### Congestion heat map

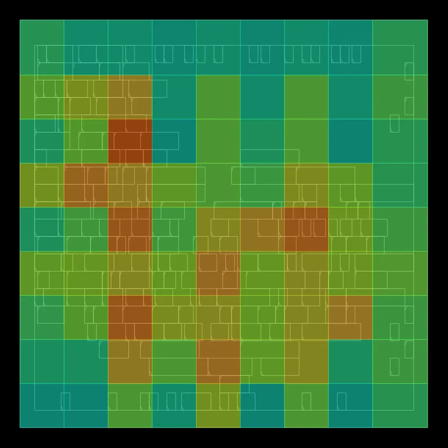
### I/O pins on the die edge

Pins as bars across the die edge, other pins in grey.
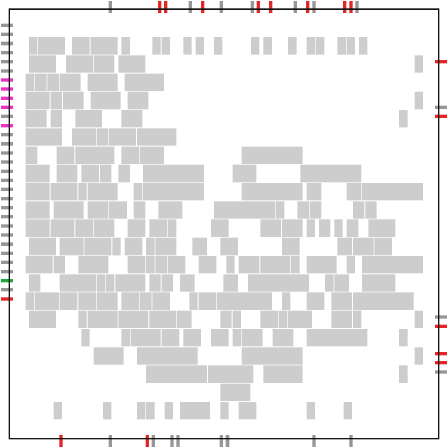
### Clock distribution

Bar = 20 um.
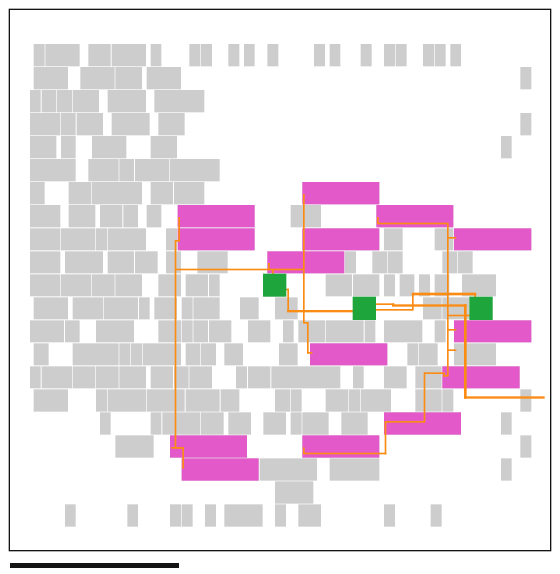
--- src/rtl/hazard_ctrl_if.sv ---
// Signal bundle between the CPU pipeline and hazard_ctrl.
// master = pipeline side (drives hazard terms), slave = hazard_ctrl.
interface hazard_ctrl_if;
    logic [0:4]  ID_rA;
    logic [0:4]  ID_rB;
    logic        ID_rA_used;
    logic        ID_rB_used;
    logic        ID_is_branch;
    logic        ID_br_ctrl;
    logic [0:4]  EX_rD;
    logic        EX_wrEn;
    logic        EX_memEn;
    logic        EX_memwrEn;
    logic        dmem_req;
    logic        dmem_ack;
    logic        PC_wrEn;
    logic        IF_ID_wrEn;
    logic        IF_flush;
    logic        ID_EX_bubble;
    logic        pipe_hold;
    logic        mem_err;
    logic [0:15] stall_cnt;
    logic [0:15] flush_cnt;

    modport master (
        output ID_rA, ID_rB, ID_rA_used, ID_rB_used, ID_is_branch, ID_br_ctrl,
        output EX_rD, EX_wrEn, EX_memEn, EX_memwrEn, dmem_req, dmem_ack,
        input  PC_wrEn, IF_ID_wrEn, IF_flush, ID_EX_bubble, pipe_hold, mem_err,
        input  stall_cnt, flush_cnt
    );

    modport slave (
        input  ID_rA, ID_rB, ID_rA_used, ID_rB_used, ID_is_branch, ID_br_ctrl,
        input  EX_rD, EX_wrEn, EX_memEn, EX_memwrEn, dmem_req, dmem_ack,
        output PC_wrEn, IF_ID_wrEn, IF_flush, ID_EX_bubble, pipe_hold, mem_err,
        output stall_cnt, flush_cnt
    );
endinterface

--- src/rtl/hazard_ctrl.sv ---
// Pipeline hazard/stall sequencer: load-use, branch-operand, flush and dmem-wait control.
// Optional performance counters are built only when HAZARD_PERF_CNT_EN is defined.
module hazard_ctrl #(
    parameter int LU_BUBBLES  = 2,
    parameter int MEM_TIMEOUT = 255
) (
    input  logic          clk,
    input  logic          reset,
    hazard_ctrl_if.slave  hz
);
    typedef enum logic [1:0] {RUN = 2'd0, LU_STALL = 2'd1, MEM_WAIT = 2'd2} state_t;

    localparam logic [1:0] LU_INIT    = 2'(LU_BUBBLES - 1);
    localparam logic [7:0] TIMER_LAST = 8'(MEM_TIMEOUT - 1);

    state_t     state_reg, state_next;
    logic [1:0] bub_reg, bub_next;
    logic [7:0] timer_reg, timer_next;
    logic       mem_err_reg, mem_err_next;
    logic       drop_reg, drop_next;

    logic load_in_ex, a_hit, b_hit, load_use, br_dep, mem_stall;
    logic pc_wr, ifid_wr, flush, bubble, hold;

    assign load_in_ex = hz.EX_memEn & ~hz.EX_memwrEn & hz.EX_wrEn;
    assign a_hit      = hz.ID_rA_used & (hz.EX_rD == hz.ID_rA) & (hz.EX_rD != 5'd0);
    assign b_hit      = hz.ID_rB_used & (hz.EX_rD == hz.ID_rB) & (hz.EX_rD != 5'd0);
    assign load_use   = load_in_ex & (a_hit | b_hit);
    assign br_dep     = hz.ID_is_branch & hz.EX_wrEn & ~load_in_ex & b_hit;
    // A timed-out request stays masked until the MEM stage lets go of dmem_req.
    assign mem_stall  = hz.dmem_req & ~drop_reg & ~hz.dmem_ack;

    always_comb begin
        state_next   = state_reg;
        bub_next     = bub_reg;
        timer_next   = timer_reg;
        mem_err_next = mem_err_reg;
        drop_next    = drop_reg & hz.dmem_req;
        pc_wr        = 1'b1;
        ifid_wr      = 1'b1;
        flush        = 1'b0;
        bubble       = 1'b0;
        hold         = 1'b0;
        case (state_reg)
            RUN: begin
                if (mem_stall) begin
                    state_next = MEM_WAIT;
                    timer_next = 8'd0;
                    bub_next   = 2'd0;
                    hold       = 1'b1;
                    pc_wr      = 1'b0;
                    ifid_wr    = 1'b0;
                end else if (load_use) begin
                    bubble  = 1'b1;
                    pc_wr   = 1'b0;
                    ifid_wr = 1'b0;
                    if (LU_BUBBLES > 1) begin
                        state_next = LU_STALL;
                        bub_next   = LU_INIT;
                    end
                end else if (br_dep) begin
                    bubble  = 1'b1;
                    pc_wr   = 1'b0;
                    ifid_wr = 1'b0;
                end else if (hz.ID_br_ctrl) begin
                    flush = 1'b1;
                end
            end
            LU_STALL: begin
                pc_wr   = 1'b0;
                ifid_wr = 1'b0;
                if (mem_stall) begin
                    // Remaining bubbles are kept in bub_reg across the wait.
                    state_next = MEM_WAIT;
                    timer_next = 8'd0;
                    hold       = 1'b1;
                end else begin
                    bubble = 1'b1;
                    if (bub_reg <= 2'd1) begin
                        state_next = RUN;
                        bub_next   = 2'd0;
                    end else begin
                        bub_next = bub_reg - 2'd1;
                    end
                end
            end
            MEM_WAIT: begin
                pc_wr   = 1'b0;
                ifid_wr = 1'b0;
                if (hz.dmem_ack) begin
                    state_next = (bub_reg != 2'd0) ? LU_STALL : RUN;
                end else begin
                    hold = 1'b1;
                    if (timer_reg == TIMER_LAST) begin
                        mem_err_next = 1'b1;
                        drop_next    = 1'b1;
                        bub_next     = 2'd0;
                        state_next   = RUN;
                    end else begin
                        timer_next = timer_reg + 8'd1;
                    end
                end
            end
            default: begin
                state_next = RUN;
                bub_next   = 2'd0;
            end
        endcase
        // Reset values must show on the outputs while reset is held, not only after an edge.
        if (reset) begin
            pc_wr   = 1'b1;
            ifid_wr = 1'b1;
            flush   = 1'b0;
            bubble  = 1'b0;
            hold    = 1'b0;
        end
    end

    always_ff @(posedge clk or posedge reset) begin
        if (reset) begin
            state_reg   <= RUN;
            bub_reg     <= 2'd0;
            timer_reg   <= 8'd0;
            mem_err_reg <= 1'b0;
            drop_reg    <= 1'b0;
        end else begin
            state_reg   <= state_next;
            bub_reg     <= bub_next;
            timer_reg   <= timer_next;
            mem_err_reg <= mem_err_next;
            drop_reg    <= drop_next;
        end
    end

    assign hz.PC_wrEn      = pc_wr;
    assign hz.IF_ID_wrEn   = ifid_wr;
    assign hz.IF_flush     = flush;
    assign hz.ID_EX_bubble = bubble;
    assign hz.pipe_hold    = hold;
    assign hz.mem_err      = mem_err_reg;

`ifdef HAZARD_PERF_CNT_EN
    logic [15:0] stall_cnt_reg, flush_cnt_reg;

    always_ff @(posedge clk or posedge reset) begin
        if (reset) begin
            stall_cnt_reg <= 16'd0;
            flush_cnt_reg <= 16'd0;
        end else begin
            if (!pc_wr && stall_cnt_reg != 16'hFFFF)
                stall_cnt_reg <= stall_cnt_reg + 16'd1;
            if (flush && flush_cnt_reg != 16'hFFFF)
                flush_cnt_reg <= flush_cnt_reg + 16'd1;
        end
    end

    assign hz.stall_cnt = stall_cnt_reg;
    assign hz.flush_cnt = flush_cnt_reg;
`else
    assign hz.stall_cnt = 16'd0;
    assign hz.flush_cnt = 16'd0;
`endif
endmodule
--- src/flat_wrapper.sv ---
// flat-port wrapper written by rule: the top's interface ports become plain ports
module hazard_ctrl_flat 
#(
    parameter int LU_BUBBLES  = 2,
    parameter int MEM_TIMEOUT = 255
)
  (clk, reset, hz_ID_rA, hz_ID_rB, hz_ID_rA_used, hz_ID_rB_used, hz_ID_is_branch, hz_ID_br_ctrl, hz_EX_rD, hz_EX_wrEn, hz_EX_memEn, hz_EX_memwrEn, hz_dmem_req, hz_dmem_ack, hz_PC_wrEn, hz_IF_ID_wrEn, hz_IF_flush, hz_ID_EX_bubble, hz_pipe_hold, hz_mem_err, hz_stall_cnt, hz_flush_cnt);
  hazard_ctrl_if hz_i ();
  input  logic clk;
  input  logic reset;
  input wire logic [$bits(hz_i.ID_rA)-1:0] hz_ID_rA;
  input wire logic [$bits(hz_i.ID_rB)-1:0] hz_ID_rB;
  input wire logic [$bits(hz_i.ID_rA_used)-1:0] hz_ID_rA_used;
  input wire logic [$bits(hz_i.ID_rB_used)-1:0] hz_ID_rB_used;
  input wire logic [$bits(hz_i.ID_is_branch)-1:0] hz_ID_is_branch;
  input wire logic [$bits(hz_i.ID_br_ctrl)-1:0] hz_ID_br_ctrl;
  input wire logic [$bits(hz_i.EX_rD)-1:0] hz_EX_rD;
  input wire logic [$bits(hz_i.EX_wrEn)-1:0] hz_EX_wrEn;
  input wire logic [$bits(hz_i.EX_memEn)-1:0] hz_EX_memEn;
  input wire logic [$bits(hz_i.EX_memwrEn)-1:0] hz_EX_memwrEn;
  input wire logic [$bits(hz_i.dmem_req)-1:0] hz_dmem_req;
  input wire logic [$bits(hz_i.dmem_ack)-1:0] hz_dmem_ack;
  output wire logic [$bits(hz_i.PC_wrEn)-1:0] hz_PC_wrEn;
  output wire logic [$bits(hz_i.IF_ID_wrEn)-1:0] hz_IF_ID_wrEn;
  output wire logic [$bits(hz_i.IF_flush)-1:0] hz_IF_flush;
  output wire logic [$bits(hz_i.ID_EX_bubble)-1:0] hz_ID_EX_bubble;
  output wire logic [$bits(hz_i.pipe_hold)-1:0] hz_pipe_hold;
  output wire logic [$bits(hz_i.mem_err)-1:0] hz_mem_err;
  output wire logic [$bits(hz_i.stall_cnt)-1:0] hz_stall_cnt;
  output wire logic [$bits(hz_i.flush_cnt)-1:0] hz_flush_cnt;
  assign hz_i.ID_rA = hz_ID_rA;
  assign hz_i.ID_rB = hz_ID_rB;
  assign hz_i.ID_rA_used = hz_ID_rA_used;
  assign hz_i.ID_rB_used = hz_ID_rB_used;
  assign hz_i.ID_is_branch = hz_ID_is_branch;
  assign hz_i.ID_br_ctrl = hz_ID_br_ctrl;
  assign hz_i.EX_rD = hz_EX_rD;
  assign hz_i.EX_wrEn = hz_EX_wrEn;
  assign hz_i.EX_memEn = hz_EX_memEn;
  assign hz_i.EX_memwrEn = hz_EX_memwrEn;
  assign hz_i.dmem_req = hz_dmem_req;
  assign hz_i.dmem_ack = hz_dmem_ack;
  assign hz_PC_wrEn = hz_i.PC_wrEn;
  assign hz_IF_ID_wrEn = hz_i.IF_ID_wrEn;
  assign hz_IF_flush = hz_i.IF_flush;
  assign hz_ID_EX_bubble = hz_i.ID_EX_bubble;
  assign hz_pipe_hold = hz_i.pipe_hold;
  assign hz_mem_err = hz_i.mem_err;
  assign hz_stall_cnt = hz_i.stall_cnt;
  assign hz_flush_cnt = hz_i.flush_cnt;
  hazard_ctrl #(.LU_BUBBLES(LU_BUBBLES), .MEM_TIMEOUT(MEM_TIMEOUT)) u_core (.clk(clk), .reset(reset), .hz(hz_i));
endmodule
--- config.mk ---
export PLATFORM = sky130hd
export DESIGN_NAME = hazard_ctrl_flat
export DESIGN_NICKNAME = d
export VERILOG_FILES = /design/src/rtl/hazard_ctrl_if.sv /design/src/rtl/hazard_ctrl.sv /design/src/flat_wrapper.sv
export SDC_FILE = /design/constraint.sdc
export NUM_CORES = 1
export LEC_CHECK = 0
export ABC_CLOCK_PERIOD_IN_PS = 2700
export CAP_MARGIN = 20
export CORE_MARGIN = 2
export CORE_UTILIZATION = 37
export DETAILED_ROUTE_END_ITERATION = 10
export GPL_TIMING_DRIVEN = 1
export PLACE_DENSITY = 0.86
export SLEW_MARGIN = 20
export SYNTH_ARGS = -nofsm -noshare
export SYNTH_HDL_FRONTEND = slang
export SYNTH_SLANG_ARGS = --single-unit
--- constraint.sdc ---
create_clock -name clk -period 2.7 [get_ports clk]
set_input_delay 0.675 -clock clk [delete_from_list [all_inputs] [get_ports clk]]
set_output_delay 0.675 -clock clk [all_outputs]
set_load 0.01 [all_outputs]
==> impl_results.rst <==
Synthesis and place-and-route
=============================

.. list-table::
   :header-rows: 1

   * - Metric
     - Value
   * - Residual DRC count
     - 0
   * - Worst hold path class
     - reg -> reg
   * - Grt ovf
     - 0
   * - Proportion of cell area occupied by registers
     - 0.199
   * - Worst path max stage delay
     - 0.29 ns
   * - Hold EP
     - u_core.hz.mem_err
   * - Hold slack
     - 0.475 ns
   * - Number of cells produced by synthesis
     - 147
   * - H-Tree Depth
     - 1
   * - Post-synth EDFFs
     - 0
   * - Avg Cell Area, Syn
     - about 9.0 um2
   * - Number of flip-flops under the largest register name
     - 8
   * - Cell kind with the greatest summed area
     - logic gates
   * - Commonest register cell after synthesis
     - dfrtp_1
   * - Final non-filler cell area
     - 1760 um2
   * - Switching share of power
     - 0.401
   * - Fin worst setup slack
     - -0.202 ns
   * - Drt initial violations
     - 70
   * - Post-Route M1 WL
     - 1160 um
   * - Hold Vio Cnt, Final
     - 0
   * - Run status
     - finished, violations left
   * - Critical path arrival
     - 2.23 ns
   * - Overall Power
     - roughly 960 uW
   * - Busiest layer in global routing
     - met2
   * - Met3 WL
     - 201 um
   * - CP Depth
     - 9
   * - Multi-input gate share of total cell area
     - 0.490
   * - Worst slack after detailed placement
     - -1.09 ns
   * - Layout cells sized above 1
     - 0.301
   * - Worst path cell trace
     - buf_6, buf_6, xor2_2, nor4_2, nand3_1, a211oi_2, a31oi_2, a2111oi_2, buf_2
   * - Multi-input comb cells
     - around 120
   * - Final number of setup-violating endpoints
     - 4
   * - Minimum setup slack among reg-to-reg paths
     - ~0.6 ns
   * - Detailed-route wire length per cell
     - 11.0 um
   * - Timing startpoint of the critical path
     - hz_EX_rD[4]
   * - Number of slew-limit violations in the final report
     - 0
   * - First-pass GRT wire length
     - approximately 4300 um
   * - Non-clock buffer count
     - 49
   * - Worst Setup End Kind
     - output pin
   * - Final critical delay including setup and external delays
     - 2.90 ns
   * - Post-synthesis async set-or-reset flop share
     - 1.00
   * - Clock Path Buffers
     - 2
   * - Adder-Cell Fraction of Synth Area
     - 0.0567
   * - Final non-clock buffer share
     - 0.244
   * - NetSw
     - 387 uW
   * - Instance area after placement
     - around 1700 um2
   * - Area of the die
     - between 4000 and 5000 um2
   * - Commonest non-fill, non-tap cell in the layout
     - conb_1
   * - Total CTS buffers
     - 3
   * - Buffer count from post-CTS setup fixing
     - 2
   * - Relative contribution of sequential cells to total power
     - 0.287
   * - Placed Cells incl. Taps
     - 234
   * - Tally of max-capacitance violations
     - 0
   * - Placeable core region
     - 3390 um2
   * - Comb gate area
     - 863 um2
   * - Nature of the critical path startpoint
     - input pin
   * - Layout overhead on the synthesized area
     - 33.0%
   * - Initial antenna violation count
     - 0
   * - Number of cell rows
     - 21
   * - Vias after detailed routing
     - 1082
   * - Met1 track demand over resource in global routing
     - 0.159
   * - Clock Power Share
     - 0.159
   * - Internal Power
     - 577 uW
   * - Synthesis Warnings
     - 0
   * - Violated checks
     - setup timing
-- 'Congestion heat map' (at the start) --
met2 usage in global routing: 0.228
total global routing track utilization: 0.131

-- 'I/O pins on the die edge' (at the start) --
Key: `hz_flush_cnt` = red [pins 16, direction output, edge 8 top, 5 right, 2 bottom, 1 left]; `hz_ID_rB` = magenta [pins 5, direction input, edge left]; `reset` = green [pins 1, direction input, edge left]
floorplan die height: 63.8 um
Chip Width: 63.8 um
number of buffer cells added on primary ports: 31

-- 'Clock distribution' (at the start) --
Key: clock-net drivers = green [count 3]; clock wires = orange [length 193 um]; flip-flops = magenta [count 14]
There are 4 routed clock nets.
clock latency at the later pin of the worst-skew pair: 0.28 ns
power drawn by the clock network: 153 uW

Power and IR drop assume default switching activity.
